[src/rtl/branch_target_buffer_pkg.sv]
// -----------------------------------------------------------------------------
// branch_target_buffer_pkg
// Shared definitions for the direct-mapped branch target buffer:
//   - two-bit prediction counter encodings (strong/weak, taken/not-taken)
//   - the kind of write the BTB performs in a given cycle
//   - helpers that slice a 64-bit PC into index and tag fields
// No ports; imported by the interface, the counter sub-module and the top.
// -----------------------------------------------------------------------------
package branch_target_buffer_pkg;

  // Counter encodings: the MSB alone is the taken/not-taken prediction.
  localparam logic [1:0] CTR_SNT = 2'b00;
  localparam logic [1:0] CTR_WNT = 2'b01;
  localparam logic [1:0] CTR_WT  = 2'b10;
  localparam logic [1:0] CTR_ST  = 2'b11;

  // What the table does at the next clock edge. Flush outranks any update.
  typedef enum logic [2:0] {
    UPD_NONE,
    UPD_FLUSH,
    UPD_HIT_JUMP,
    UPD_HIT_COND,
    UPD_ALLOC
  } upd_kind_e;

  // Entry index: the word-address bits just above the byte offset.
  // Returned at full width so callers cast down to their own index width.
  function automatic logic [63:0] pcIndex(input logic [63:0] pc, input int idxW);
    return (pc >> 2) & ((64'd1 << idxW) - 64'd1);
  endfunction

  // Tag: the tagW bits directly above the index field.
  function automatic logic [63:0] pcTag(input logic [63:0] pc, input int idxW,
                                        input int tagW);
    return (pc >> (idxW + 2)) & ((64'd1 << tagW) - 64'd1);
  endfunction

endpackage

[src/rtl/branch_target_buffer_if.sv]
// -----------------------------------------------------------------------------
// branch_target_buffer_if
// Bundles the fetch-side lookup, execute-side resolution and statistics
// signals of the branch target buffer.
//   master : pipeline side (drives PCF/LookupF, execute resolution, FlushBTB)
//   slave  : BTB side (drives predictions, MispredictE and the counters)
// Parameter CNT_W sets the width of LookupCount / MispredCount.
// -----------------------------------------------------------------------------
interface branch_target_buffer_if #(
  parameter int CNT_W = 32
);

  // Maintenance
  logic             FlushBTB;

  // Fetch-stage lookup
  logic [63:0]      PCF;
  logic             LookupF;
  logic             PredTakenF;
  logic [63:0]      PredTargetF;

  // Execute-stage resolution
  logic             UpdateE;
  logic [63:0]      PCE;
  logic [63:0]      PCTargetE;
  logic             TakenE;
  logic             JumpE;
  logic             PredTakenE;
  logic [63:0]      PredTargetE;
  logic             MispredictE;

  // Statistics
  logic [CNT_W-1:0] LookupCount;
  logic [CNT_W-1:0] MispredCount;

  modport master (
    output FlushBTB, PCF, LookupF,
    output UpdateE, PCE, PCTargetE, TakenE, JumpE, PredTakenE, PredTargetE,
    input  PredTakenF, PredTargetF, MispredictE, LookupCount, MispredCount
  );

  modport slave (
    input  FlushBTB, PCF, LookupF,
    input  UpdateE, PCE, PCTargetE, TakenE, JumpE, PredTakenE, PredTargetE,
    output PredTakenF, PredTargetF, MispredictE, LookupCount, MispredCount
  );

endinterface

[src/rtl/branch_target_buffer_sat_ctr.sv]
// -----------------------------------------------------------------------------
// branch_target_buffer_sat_ctr
// Next-state function of a two-bit saturating up/down prediction counter.
//   ctr_i  in  2  current counter value
//   up_i   in  1  1 = branch resolved taken (count up), 0 = count down
//   ctr_o  out 2  updated value, clamped to 00..11
// Purely combinational; the owning table holds the state.
// -----------------------------------------------------------------------------
module branch_target_buffer_sat_ctr
  import branch_target_buffer_pkg::*;
(
  input  logic [1:0] ctr_i,
  input  logic       up_i,
  output logic [1:0] ctr_o
);

  // Step one state toward the resolved direction, but never wrap past
  // strongly-taken or strongly-not-taken.
  always_comb begin
    ctr_o = ctr_i;
    if (up_i) begin
      if (ctr_i != CTR_ST) begin
        ctr_o = ctr_i + 2'b01;
      end
    end else begin
      if (ctr_i != CTR_SNT) begin
        ctr_o = ctr_i - 2'b01;
      end
    end
  end

endmodule

[src/rtl/branch_target_buffer.sv]
// -----------------------------------------------------------------------------
// branch_target_buffer
// Direct-mapped branch target buffer for the fetch stage. Every cycle PCF is
// looked up against stored state to produce a predicted redirect; the execute
// stage reports resolved branches/jumps, which train the table. Also flags
// mispredicts and keeps saturating lookup/mispredict statistics.
//   clk  in  1  clock, all state changes on the rising edge
//   rst  in  1  synchronous active-high reset
//   btb  slave modport of branch_target_buffer_if:
//        FlushBTB, PCF, LookupF, UpdateE, PCE, PCTargetE, TakenE, JumpE,
//        PredTakenE, PredTargetE in; PredTakenF, PredTargetF, MispredictE,
//        LookupCount, MispredCount out
// Parameters: ENTRIES (power of two, >=2), TAG_W, CNT_W (must match the
// interface instance).
// -----------------------------------------------------------------------------
module branch_target_buffer
  import branch_target_buffer_pkg::*;
#(
  parameter int ENTRIES = 16,
  parameter int TAG_W   = 20,
  parameter int CNT_W   = 32
) (
  input  logic                   clk,
  input  logic                   rst,
  branch_target_buffer_if.slave  btb
);

  localparam int IDX_W = $clog2(ENTRIES);

  typedef struct packed {
    logic             valid;
    logic             isJump;
    logic [TAG_W-1:0] tag;
    logic [63:0]      target;
    logic [1:0]       ctr;
  } btb_entry_t;

  btb_entry_t       entries_q [ENTRIES];
  btb_entry_t       entries_d [ENTRIES];

  logic [IDX_W-1:0] fetchIdx;
  logic [TAG_W-1:0] fetchTag;
  btb_entry_t       fetchEntry;
  logic             fetchHit;
  logic             predTakenF;

  logic [IDX_W-1:0] execIdx;
  logic [TAG_W-1:0] execTag;
  btb_entry_t       execEntry;
  logic             execHit;
  logic [1:0]       condCtr;
  upd_kind_e        updKind;

  logic [CNT_W-1:0] lookupCount_q;
  logic [CNT_W-1:0] mispredCount_q;
  logic             mispredictE;

  // Split both PCs into index/tag. The low two PC bits never participate.
  assign fetchIdx = IDX_W'(pcIndex(btb.PCF, IDX_W));
  assign fetchTag = TAG_W'(pcTag(btb.PCF, IDX_W, TAG_W));
  assign execIdx  = IDX_W'(pcIndex(btb.PCE, IDX_W));
  assign execTag  = TAG_W'(pcTag(btb.PCE, IDX_W, TAG_W));

  // Fetch lookup reads registered state only, so a same-cycle write to the
  // same entry is seen by the following cycle, not this one.
  assign fetchEntry = entries_q[fetchIdx];
  assign fetchHit   = fetchEntry.valid && (fetchEntry.tag == fetchTag);
  assign predTakenF = fetchHit && (fetchEntry.isJump || fetchEntry.ctr[1]);

  assign btb.PredTakenF  = predTakenF;
  assign btb.PredTargetF = predTakenF ? fetchEntry.target : 64'h0;

  // Execute side: does the resolved instruction already own its entry?
  assign execEntry = entries_q[execIdx];
  assign execHit   = execEntry.valid && (execEntry.tag == execTag);

  branch_target_buffer_sat_ctr uSatCtr (
    .ctr_i (execEntry.ctr),
    .up_i  (btb.TakenE),
    .ctr_o (condCtr)
  );

  // Classify this cycle's table write. A flush cancels any update so that
  // nothing is allocated into a table that is being wiped. Not-taken misses
  // leave the table alone: there is no target worth remembering.
  always_comb begin
    updKind = UPD_NONE;
    if (btb.FlushBTB) begin
      updKind = UPD_FLUSH;
    end else if (btb.UpdateE) begin
      if (execHit) begin
        updKind = btb.JumpE ? UPD_HIT_JUMP : UPD_HIT_COND;
      end else if (btb.TakenE) begin
        updKind = UPD_ALLOC;
      end
    end
  end

  // Next-state table contents. Only the entry selected by PCE changes,
  // except on a flush which drops every valid bit but keeps the payload.
  // A conditional hit keeps the old target when not taken, since the taken
  // target is the only one the predictor ever redirects to.
  always_comb begin
    for (int i = 0; i < ENTRIES; i++) begin
      entries_d[i] = entries_q[i];
    end
    case (updKind)
      UPD_FLUSH: begin
        for (int i = 0; i < ENTRIES; i++) begin
          entries_d[i].valid = 1'b0;
        end
      end
      UPD_HIT_JUMP: begin
        entries_d[execIdx].target = btb.PCTargetE;
        entries_d[execIdx].ctr    = CTR_ST;
        entries_d[execIdx].isJump = 1'b1;
      end
      UPD_HIT_COND: begin
        entries_d[execIdx].ctr = condCtr;
        if (btb.TakenE) begin
          entries_d[execIdx].target = btb.PCTargetE;
        end
      end
      UPD_ALLOC: begin
        entries_d[execIdx] = '{
          valid:  1'b1,
          isJump: btb.JumpE,
          tag:    execTag,
          target: btb.PCTargetE,
          ctr:    (btb.JumpE ? CTR_ST : CTR_WT)
        };
      end
      default: begin
      end
    endcase
  end

  // Table registers. Reset takes priority over any pending write so the
  // first post-reset cycle always predicts not-taken with a zero target.
  always_ff @(posedge clk) begin
    if (rst) begin
      for (int i = 0; i < ENTRIES; i++) begin
        entries_q[i] <= '0;
      end
    end else begin
      for (int i = 0; i < ENTRIES; i++) begin
        entries_q[i] <= entries_d[i];
      end
    end
  end

  // A resolved instruction needs a redirect if the direction was wrong, or
  // if it was correctly predicted taken but toward the wrong address.
  assign mispredictE = btb.UpdateE &&
                       ((btb.TakenE != btb.PredTakenE) ||
                        (btb.TakenE && btb.PredTakenE &&
                         (btb.PredTargetE != btb.PCTargetE)));

  assign btb.MispredictE = mispredictE;

  // Statistics counters stick at all-ones instead of wrapping, and they
  // survive a table flush; only reset clears them.
  always_ff @(posedge clk) begin
    if (rst) begin
      lookupCount_q  <= '0;
      mispredCount_q <= '0;
    end else begin
      if (btb.LookupF && (lookupCount_q != '1)) begin
        lookupCount_q <= lookupCount_q + CNT_W'(1);
      end
      if (mispredictE && (mispredCount_q != '1)) begin
        mispredCount_q <= mispredCount_q + CNT_W'(1);
      end
    end
  end

  assign btb.LookupCount  = lookupCount_q;
  assign btb.MispredCount = mispredCount_q;

endmodule

[src/flat_wrapper.sv]
// flat-port wrapper written by rule: the top's interface ports become plain ports
module branch_target_buffer_flat import branch_target_buffer_pkg::*;
#(
  parameter int ENTRIES = 16,
  parameter int TAG_W   = 20,
  parameter int CNT_W   = 32
)
  (clk, rst, btb_FlushBTB, btb_PCF, btb_LookupF, btb_UpdateE, btb_PCE, btb_PCTargetE, btb_TakenE, btb_JumpE, btb_PredTakenE, btb_PredTargetE, btb_PredTakenF, btb_PredTargetF, btb_MispredictE, btb_LookupCount, btb_MispredCount);
  branch_target_buffer_if #(.CNT_W(CNT_W)) btb_i ();
  input  logic clk;
  input  logic rst;
  input wire logic [$bits(btb_i.FlushBTB)-1:0] btb_FlushBTB;
  input wire logic [$bits(btb_i.PCF)-1:0] btb_PCF;
  input wire logic [$bits(btb_i.LookupF)-1:0] btb_LookupF;
  input wire logic [$bits(btb_i.UpdateE)-1:0] btb_UpdateE;
  input wire logic [$bits(btb_i.PCE)-1:0] btb_PCE;
  input wire logic [$bits(btb_i.PCTargetE)-1:0] btb_PCTargetE;
  input wire logic [$bits(btb_i.TakenE)-1:0] btb_TakenE;
  input wire logic [$bits(btb_i.JumpE)-1:0] btb_JumpE;
  input wire logic [$bits(btb_i.PredTakenE)-1:0] btb_PredTakenE;
  input wire logic [$bits(btb_i.PredTargetE)-1:0] btb_PredTargetE;
  output wire logic [$bits(btb_i.PredTakenF)-1:0] btb_PredTakenF;
  output wire logic [$bits(btb_i.PredTargetF)-1:0] btb_PredTargetF;
  output wire logic [$bits(btb_i.MispredictE)-1:0] btb_MispredictE;
  output wire logic [$bits(btb_i.LookupCount)-1:0] btb_LookupCount;
  output wire logic [$bits(btb_i.MispredCount)-1:0] btb_MispredCount;
  assign btb_i.FlushBTB = btb_FlushBTB;
  assign btb_i.PCF = btb_PCF;
  assign btb_i.LookupF = btb_LookupF;
  assign btb_i.UpdateE = btb_UpdateE;
  assign btb_i.PCE = btb_PCE;
  assign btb_i.PCTargetE = btb_PCTargetE;
  assign btb_i.TakenE = btb_TakenE;
  assign btb_i.JumpE = btb_JumpE;
  assign btb_i.PredTakenE = btb_PredTakenE;
  assign btb_i.PredTargetE = btb_PredTargetE;
  assign btb_PredTakenF = btb_i.PredTakenF;
  assign btb_PredTargetF = btb_i.PredTargetF;
  assign btb_MispredictE = btb_i.MispredictE;
  assign btb_LookupCount = btb_i.LookupCount;
  assign btb_MispredCount = btb_i.MispredCount;
  branch_target_buffer #(.ENTRIES(ENTRIES), .TAG_W(TAG_W), .CNT_W(CNT_W)) u_core (.clk(clk), .rst(rst), .btb(btb_i));
endmodule
[config.mk]
export PLATFORM = sky130hd
export DESIGN_NAME = branch_target_buffer_flat
export DESIGN_NICKNAME = d
export VERILOG_FILES = /design/src/rtl/branch_target_buffer_pkg.sv /design/src/rtl/branch_target_buffer_if.sv /design/src/rtl/branch_target_buffer_sat_ctr.sv /design/src/rtl/branch_target_buffer.sv /design/src/flat_wrapper.sv
export SDC_FILE = /design/constraint.sdc
export NUM_CORES = 2
export LEC_CHECK = 0
export CORE_MARGIN = 2
export CORE_UTILIZATION = 55
export DETAILED_ROUTE_END_ITERATION = 7
export GPL_TIMING_DRIVEN = 0
export HOLD_SLACK_MARGIN = 0.08
export MAX_ROUTING_LAYER = met4
export PLACE_DENSITY = 0.72
export RECOVER_POWER = 100
export SLEW_MARGIN = 20
export SYNTH_ARGS = -nofsm -noshare
export SYNTH_HDL_FRONTEND = slang
export SYNTH_HIERARCHICAL = 1
export SYNTH_SLANG_ARGS = --single-unit
[constraint.sdc]
create_clock -name clk -period 6.3 [get_ports clk]
set_input_delay 0.945 -clock clk [delete_from_list [all_inputs] [get_ports clk]]
set_output_delay 0.945 -clock clk [all_outputs]
set_load 0.02 [all_outputs]
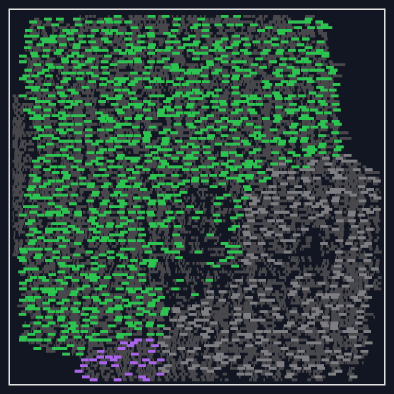
**Above:** sequential cells coloured by netlist name.
u_core/entries_q: marked green, flops 1,088, where widely spread. u_core/btb.LookupCount: marked purple, flops 32.

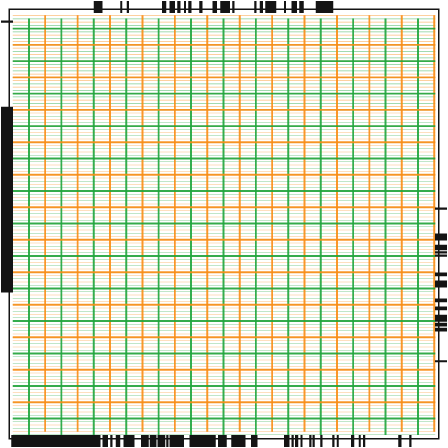
**Above:** PDN straps and rails.
Pins as bars on the die edge.
VDD: marked orange. VSS: marked green.
25 straps on met5. 26 straps on met4. 130 met1 rails follow the rows. The core has 129 rows. 394 signal pins sit on the boundary.

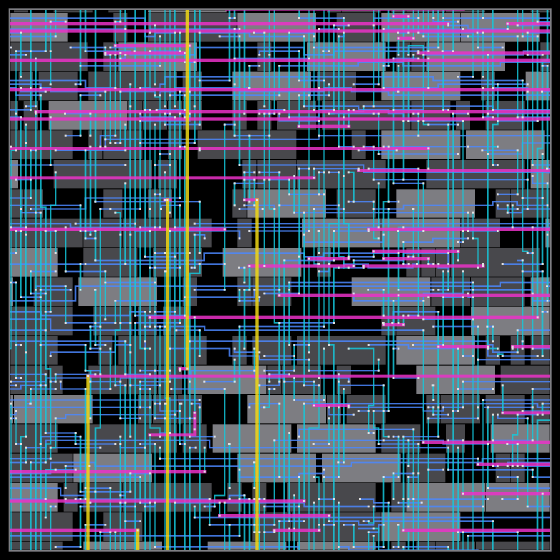
**Above:** a small window of the routed layout.
Region (65, 244) to (115, 294) um. Cells in grey, sequential cells in the stronger grey; small squares are vias.
metal 2: marked cyan. metal 4: marked yellow. metal 1: marked blue. metal 3: marked magenta.
Sequential cells in the window: 36. Most frequent: dfxtp_1 (36), nor2_1 (33), mux2i_1 (29). Netlist names of flops here include u_core/entries_q (36). 152 logic cells have their middle in the window.

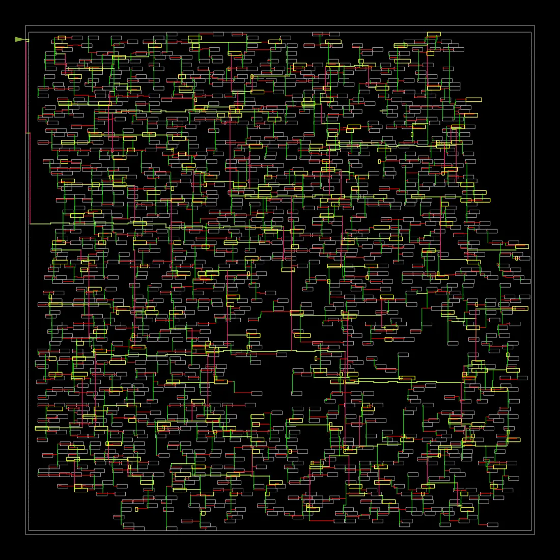
**Above:** clock nets.
Clock Sink Count: 1,472
Clock Skew: 0.0312 ns
Power Clock: 9.66 mW
TritonCTS Buffers: 156

==> flow_summary.yaml <==
# generated from flow reports
outcome:
  status: "complete, but fails checks"
  violations: "capacitance limit, slew limit, setup timing"
yosys:
  logic_family: "multiplexers"
  synth_cell_types: 69
  topCellsByArea: "dfxtp_1 (43%), mux2i_1 (21%), mux4_2 (16%)"
  yosys_cells: 6302
  synthFlopType: "dfxtp_1"
  synthArstFlopShare_pct: 0
  ys.flops: 1472
  synthesis.area_um2: 69000
  compound_area_share_pct: 2.77
  avgSynthCellArea_um2: 11.0
  top_area_cell: "dfxtp_1"
  mux_share_pct: 36.6
  edf_count: 0
clock_tree:
  cts_buffer_depth: 3
  hold_buffers: 0
  cts_tree: "done"
  cts-root-buf: "clkbuf_16"
power_and_ir_drop:
  ir_worst_vdd_mv: 0.252
  p_per_area_nw_per_um2: 261
final_layout:
  fin_util_pct: 63.2
  design_area_um2: 78500
global_routing:
  track_usage_pct: 38.2
  grt_pass1_wl_mm: 348
  met3_usage_pct: 10.3
  grt_antenna_before_repair: 14
  grt-ovfl-total: 0
hold_path:
  hp-class: "flop to flop"
timing:
  worst_slack_ns: -0.299
  setup_viol: 1073
  fmaxAchievable_mhz: 152
  setup_tns_ns: -115.41
  maxSlewViolCount: 13
  hold_ws_ns: 0.488
critical_path:
  crit_path_frequent_cell: "clkbuf_1"
  cp.required_ns: 6.94
  cp_slowest_stage_delay_ns: 1.14
  cp_slowest_cell: "clkbuf_1"
  worstSetupPathType: "input pin to flop"
detailed_routing:
  first_pass_iters: 8
  num_vias: 53400
  routed_wirelength_mm: 242
placed_design:
  dp_hpwl_mm: 170
  place.gp.congestion: 1.01
job:
  drv_cap: 2
  tool_warnings: 108
die:
  die_area_um2: 128000
  rows: 129
  fp_util_pct: 55.6
-- cells by family (layout without fill, tap and decap cells) --
family          Yosys count  count (layout)
simple gates           1807            1807
mux                    1917            1917
fa+ha+maj                 5               5
compound gates          262             262
flops                  1472            1472
xor+xnor                161             161
other cells               0              16
buf+inv                 678            1184
-- where the power goes --
group	switching (mW)	internal, mW	total (mW)
Sequential	0.0270	9.35	9.37
Combinational	1.03	0.436	1.46
Clock	3.96	5.70	9.66
Total	5.01	15.5	20.5
-- cell usage in the layout (no fill, tap or decap), types with 34 or more instances in the layout --
| cell type | count |
|---|---|
| a21oi_1 | 42 |
| a311oi_1 | 34 |
| and3_1 | 80 |
| buf_2 | 35 |
| buf_4 | 40 |
| clkbuf_1 | 407 |
| clkbuf_16 | 161 |
| clkbuf_2 | 148 |
| clkbuf_8 | 43 |
| clkdlybuf4s50_1 | 137 |
| dfxtp_1 | 1472 |
| dlygate4sd3_1 | 66 |
| mux2i_1 | 1424 |
| mux4_2 | 488 |
| nand2_1 | 73 |
| nand4_1 | 54 |
| nor2_1 | 1466 |
| o21ai_0 | 39 |
| xnor2_1 | 104 |
| xor2_1 | 53 |
-- cell usage after synthesis (53+ instances only) --
cell and instances:
nand4_1 53, buf_4 78, nand2_1 72, xor2_1 53, buf_2 57, mux4_2 488
dfxtp_1 1472, and3_1 83, nor2_1 1466, clkbuf_1 409, xnor2_1 108, mux2i_1 1424
buf_6 73
-- through the flow --
step	setup WS, ns	power (mW)
floorplan	1.12	10.4
global placement	-3.56	11.0
detailed placement	-2.56	11.0
CTS	0.0138	20.5
global route	-0.0821	21.0
finish	-0.299	20.5
-- layer usage --
metal	up-vias	wire length, um
li1	23100	-
met1	26600	94500
met2	3082	107000
met3	672	27600
met4	0	12500
met5	-	0
-- repair_timing --
item                                    CTS  global route
endpoints found under the hold margin     0             0
gates cloned                              0             0
resized                                 101            39
pin swaps                                 4             1
setup buffers                             2             0
endpoints found under the setup margin   65            58
-- cell type report --
class                           count  area (um^2)
Buffer                            656         3130
Clock buffer                      216         4610
Inverter                           22         82.6
Fill cell                       10000        45600
Tap cell                         1637         2050
Clock inverter                     56          761
Multi-Input combinational cell   4152        36100
Timing Repair Buffer              234         2220
Sequential cell                  1472        29500
Antenna cell                       16         40.0
-- worst max-delay path, delay by kind of cell --
| family | cells | cell delay [ns] |
|---|---|---|
| compound gates | 1 | 0.22 |
| simple gates | 4 | 0.80 |
| mux | 2 | 0.65 |
| buf+inv | 6 | 3.99 |
| xor+xnor | 1 | 0.57 |
-- path summary, 6_finish.rpt --
kind,startpoint,to,slack (ns),cells past startpoint
max,btb_PCE[2],u_core/entries_q[13][7],-0.30,14
min,u_core/entries_q[14][32],u_core/entries_q[14][32],0.49,2
max reg2reg,flop,u_core/entries_q[13][7],1.33,11
min reg2reg,u_core/entries_q[14][32],u_core/entries_q[14][32],0.49,2
Power and IR drop assume default switching activity.
